Nets reached from selected ports:
The bar under the picture is 20 microns long.
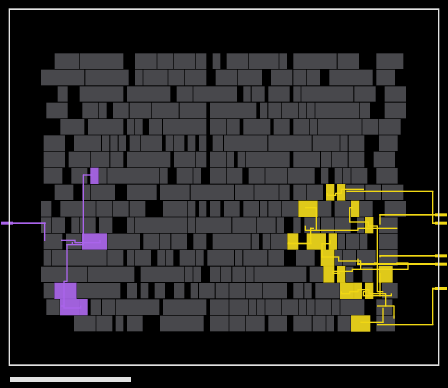
Routing congestion map:
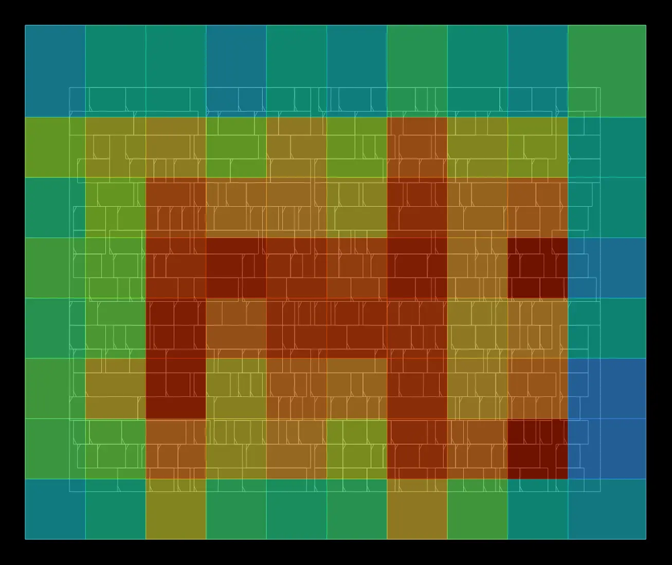
Floorplan with the power grid:
The bar under the picture is 20 microns long. Pins as bars on the die edge.
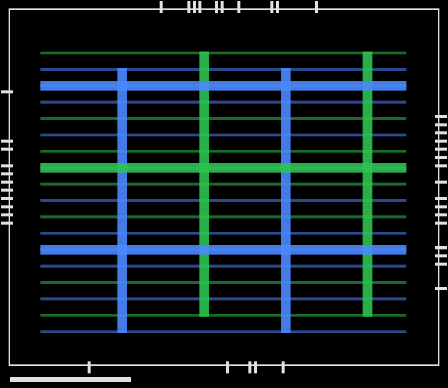
===== config.mk =====
export PLATFORM = sky130hd
export DESIGN_NAME = hazard_ctrl
export DESIGN_NICKNAME = d
export VERILOG_FILES = /design/src/rtl/hazard_pkg.sv /design/src/rtl/hazard_ctrl_fwd_select.sv /design/src/rtl/hazard_ctrl.sv
export SDC_FILE = /design/constraint.sdc
export NUM_CORES = 1
export LEC_CHECK = 0
export ABC_AREA = 1
export CAP_MARGIN = 20
export CORE_ASPECT_RATIO = 0.8
export CORE_MARGIN = 5
export CORE_UTILIZATION = 46
export CTS_CLUSTER_DIAMETER = 80
export CTS_CLUSTER_SIZE = 20
export DETAILED_ROUTE_END_ITERATION = 16
export PLACE_DENSITY = 0.81
export SETUP_SLACK_MARGIN = 0.02
export SLEW_MARGIN = 20
export SYNTH_ARGS = -nofsm -noshare
export SYNTH_HDL_FRONTEND = slang
export SYNTH_SLANG_ARGS = --single-unit

===== constraint.sdc =====
create_clock -name clk -period 1.9 [get_ports clk]
set_clock_uncertainty 0.1 [all_clocks]
set_input_delay 0.285 -clock clk [delete_from_list [all_inputs] [get_ports clk]]
set_output_delay 0.285 -clock clk [all_outputs]
set_load 0.005 [all_outputs]

===== src/rtl/hazard_pkg.sv =====
// Shared types for the pipeline hazard controller: forwarding selects and
// the per-stage destination tags carried by the shadow pipeline.
package hazard_pkg;

  localparam int unsigned REG_AW = 5;

  typedef enum logic [1:0] {
    FWD_RF    = 2'b00,
    FWD_EXMEM = 2'b01,
    FWD_MEMWB = 2'b10
  } fwd_sel_e;

  typedef struct packed {
    logic              valid;
    logic [REG_AW-1:0] rd;
    logic              we;
    logic              load;
  } stage_tag_t;

  localparam stage_tag_t TAG_EMPTY = '0;

endpackage


===== src/rtl/hazard_ctrl_fwd_select.sv =====
// Operand forwarding select for the instruction in ID, compared against the
// EX and MEM shadow tags that it will see as EX/MEM and MEM/WB one cycle later.
module fwd_select
  import hazard_pkg::*;
(
  input  logic [REG_AW-1:0] rs,
  input  logic              rs_used,
  input  stage_tag_t        ex_tag,
  input  stage_tag_t        mem_tag,
  output fwd_sel_e          sel_c
);

  logic ex_hit;
  logic mem_hit;
  logic unused_load;

  assign unused_load = ex_tag.load ^ mem_tag.load;

  assign ex_hit  = ex_tag.valid  && ex_tag.we  && (ex_tag.rd  == rs);
  assign mem_hit = mem_tag.valid && mem_tag.we && (mem_tag.rd == rs);

  // Younger producer wins; x0 and unread operands never forward.
  always_comb begin
    sel_c = FWD_RF;
    if (rs_used && (rs != '0)) begin
      if (ex_hit) begin
        sel_c = FWD_EXMEM;
      end else if (mem_hit) begin
        sel_c = FWD_MEMWB;
      end
    end
  end

endmodule


===== src/rtl/hazard_ctrl.sv =====
// Stall / flush / forwarding controller for the 5-stage RV32I pipeline.
// Tracks in-flight destinations in an EX/MEM/WB shadow pipeline.
module hazard_ctrl
  import hazard_pkg::*;
#(
  parameter int unsigned MULDIV_LAT = 4
) (
  input  logic              clk,
  input  logic              rst,
  input  logic              id_valid,
  input  logic [REG_AW-1:0] id_rs1,
  input  logic [REG_AW-1:0] id_rs2,
  input  logic              id_rs1_used,
  input  logic              id_rs2_used,
  input  logic [REG_AW-1:0] id_rd,
  input  logic              id_we,
  input  logic              id_is_load,
  input  logic              id_is_muldiv,
  input  logic              ex_branch_taken,
  input  logic              mem_ready,
  output logic              stall_if,
  output logic              stall_id,
  output logic              hold_ex,
  output logic              bubble_ex,
  output logic              flush_id,
  output logic              freeze,
  output logic [1:0]        fwd_a,
  output logic [1:0]        fwd_b,
  output logic              we_bypass,
  output logic              we_stall,
  output logic [REG_AW-1:0] curr_rd
);

  localparam int unsigned CNT_W = (MULDIV_LAT > 1) ? $clog2(MULDIV_LAT) : 1;
  localparam logic [CNT_W-1:0] BUSY_LOAD = CNT_W'(MULDIV_LAT - 1);

  stage_tag_t        ex_q, ex_d, mem_q, mem_d, wb_q, wb_d;
  logic [CNT_W-1:0]  busy_q, busy_d;
  fwd_sel_e          fwd_a_q, fwd_a_d, fwd_b_q, fwd_b_d;
  fwd_sel_e          sel_a_c, sel_b_c;
  logic [REG_AW-1:0] curr_rd_q, curr_rd_d;

  logic freeze_c;
  logic busy_c;
  logic load_use_c;
  logic unused_wb;

  // WB is tracked for completeness; the write-first regfile needs no WB bypass.
  assign unused_wb = ^wb_q;

  fwd_select u_fwd_a (
    .rs      (id_rs1),
    .rs_used (id_rs1_used),
    .ex_tag  (ex_q),
    .mem_tag (mem_q),
    .sel_c   (sel_a_c)
  );

  fwd_select u_fwd_b (
    .rs      (id_rs2),
    .rs_used (id_rs2_used),
    .ex_tag  (ex_q),
    .mem_tag (mem_q),
    .sel_c   (sel_b_c)
  );

  assign freeze_c   = ~mem_ready;
  assign busy_c     = (busy_q != '0);
  assign load_use_c = id_valid && ex_q.valid && ex_q.load && ex_q.we && (ex_q.rd != '0) &&
                      ((id_rs1_used && (id_rs1 == ex_q.rd)) ||
                       (id_rs2_used && (id_rs2 == ex_q.rd)));

  always_ff @(posedge clk) begin
    if (rst) begin
      ex_q      <= TAG_EMPTY;
      mem_q     <= TAG_EMPTY;
      wb_q      <= TAG_EMPTY;
      busy_q    <= '0;
      fwd_a_q   <= FWD_RF;
      fwd_b_q   <= FWD_RF;
      curr_rd_q <= '0;
    end else begin
      ex_q      <= ex_d;
      mem_q     <= mem_d;
      wb_q      <= wb_d;
      busy_q    <= busy_d;
      fwd_a_q   <= fwd_a_d;
      fwd_b_q   <= fwd_b_d;
      curr_rd_q <= curr_rd_d;
    end
  end

  // Shadow pipeline advance: freeze holds all, mul/div busy drains MEM/WB only.
  always_comb begin
    ex_d    = ex_q;
    mem_d   = mem_q;
    wb_d    = wb_q;
    busy_d  = busy_q;
    fwd_a_d = fwd_a_q;
    fwd_b_d = fwd_b_q;
    if (freeze_c) begin
      busy_d = busy_q;
    end else if (busy_c) begin
      mem_d  = TAG_EMPTY;
      wb_d   = mem_q;
      busy_d = busy_q - CNT_W'(1);
    end else begin
      wb_d  = mem_q;
      mem_d = ex_q;
      if (bubble_ex || !id_valid) begin
        ex_d    = TAG_EMPTY;
        fwd_a_d = FWD_RF;
        fwd_b_d = FWD_RF;
      end else begin
        ex_d.valid = 1'b1;
        ex_d.rd    = id_rd;
        ex_d.we    = id_we;
        ex_d.load  = id_is_load;
        fwd_a_d    = sel_a_c;
        fwd_b_d    = sel_b_c;
        if (id_is_muldiv) begin
          busy_d = BUSY_LOAD;
        end
      end
    end
    curr_rd_d = (ex_d.valid && ex_d.we) ? ex_d.rd : '0;
  end

  // Control outputs in priority order: freeze, mul/div busy, branch, load-use.
  always_comb begin
    stall_if  = 1'b0;
    stall_id  = 1'b0;
    hold_ex   = 1'b0;
    bubble_ex = 1'b0;
    flush_id  = 1'b0;
    freeze    = 1'b0;
    if (freeze_c) begin
      freeze   = 1'b1;
      stall_if = 1'b1;
      stall_id = 1'b1;
      hold_ex  = 1'b1;
    end else if (busy_c) begin
      stall_if = 1'b1;
      stall_id = 1'b1;
      hold_ex  = 1'b1;
    end else if (ex_branch_taken) begin
      flush_id  = 1'b1;
      bubble_ex = 1'b1;
    end else if (load_use_c) begin
      stall_if  = 1'b1;
      stall_id  = 1'b1;
      bubble_ex = 1'b1;
    end
  end

  assign fwd_a     = fwd_a_q;
  assign fwd_b     = fwd_b_q;
  assign we_bypass = (fwd_a_q != FWD_RF) || (fwd_b_q != FWD_RF);
  assign we_stall  = stall_id;
  assign curr_rd   = curr_rd_q;

endmodule


==> impl_metrics.json <==
{
  "run_status": "finished with violations",
  "violations_in_the_final_reports": "setup timing",
  "source_of_the_worst_hold_timing_path": "busy_q[1]",
  "setup.worst_path.start": "ex_q[2]",
  "grt_pass1_wl_mm": 7.58,
  "nets": 312,
  "non_clock_buffer_area_share_pct": 31.8,
  "synth-cells-yosys": 192,
  "fin_tns_setup_ns": -0.495,
  "route.final.wire_length_mm": 5.39,
  "finalSetupViolCount": 14,
  "post-place-ws_ns": -0.771,
  "globalplace.congestion": 0.850,
  "yosys.area.top_type": "dfxtp_1",
  "top_area_share_pct": 38.0,
  "dp_cells": 299,
  "fin_crit_ns": 1.97,
  "r2r_slack_ns": -0.05,
  "grt_max_degree": 14,
  "first_global_vias": 1619,
  "synth_nets": 218,
  "cts-root-to-sink-buffers": 2,
  "tritoncts.num_buffers": 3,
  "flops": 26,
  "yosysChipArea_sq_mm": 0.00137,
  "critPathCaptureType": "output port",
  "maxSlewHeadroom_pct": 68.4,
  "syn-instance-count": 192,
  "timing.max_cap.violations": 0,
  "mi_logic_area_sq_um": 943,
  "post-route-worst-setup-slack_ns": -0.0699,
  "timing.critical_path.required_ns": 1.51,
  "placement.cell_area_sq_mm": 0.00204,
  "globalRouteTotalUtil_pct": 22.8,
  "worst_setup_hold_path_clk_slew_ns": 0.08,
  "synthMostInstantiatedCell": "nand2_1",
  "chipWidth_microns": 71.0,
  "number_of_drc_markers_after_the_initial_detailed_route_iteration": 173,
  "post_synthesis_instance_area_sq_mm": 0.00137,
  "critPathBufInv": 2,
  "layout-drive-gt1-share_pct": 42.6,
  "critical_path.startpoint_type": "flip-flop",
  "rows": 17,
  "nonClockBufferCount": 93,
  "final_max_slew_viol_count": 0,
  "rr_startpoint": "ex_q[2]"
}
-- 'nets reached from selected ports' (at the start) --
[purple] mem_ready | bits: 1 | direction: input | edge: left | end cells: 5 | buffers: 2 | wire: 45.9 microns
[yellow] id_rs2 | bits: 5 | direction: input | edge: right | end cells: 16 | buffers: 8 | wire: 186 microns
count of pins on the block boundary: 42
Port Buffer Count: 41

-- 'routing congestion map' (at the start) --
met1 usage: 28.7%
drt wl/cell: 16.7 microns
met3 capacity usage during global routing: 4.95%
GR Layer Usage met2: 39.8%
end-of-flow core utilization: 87.4%

-- 'floorplan with the power grid' (at the start) --
[green] VDD
[blue] VSS
met5 straps: 3
met4 straps: 4
met1 rails: 18
maximum VDD drop: 0.530 mV
Die Y-Extent: 58.8 microns
core footprint: 0.00281 sq mm

[power by group]
group | internal [mW] | total [mW] | switching [mW]
Sequential | 0.554 | 0.568 | 0.0133
Clock | 0.142 | 0.311 | 0.168
Combinational | 0.203 | 0.406 | 0.203
Total | 0.899 | 1.28 | 0.385
[what timing repair did]
action	CTS	global route
pin swaps	18	23
setup buffers	16	5
resized	64	43
gates cloned	1	0
endpoints found under the setup margin	18	22
[cells by family (layout without fill, tap and decap cells)]
logic type               Yosys count  after routing  synth area share, %
XOR/XNOR                           8              8                 5.11
adder cells (fa/ha/maj)            1              1                0.913
flip-flops                        26             26                 38.0
AND-OR/OR-AND                     32             32                 14.0
AND/OR/NAND/NOR                   96             96                 32.8
buffers and inverters             29            121                 9.22
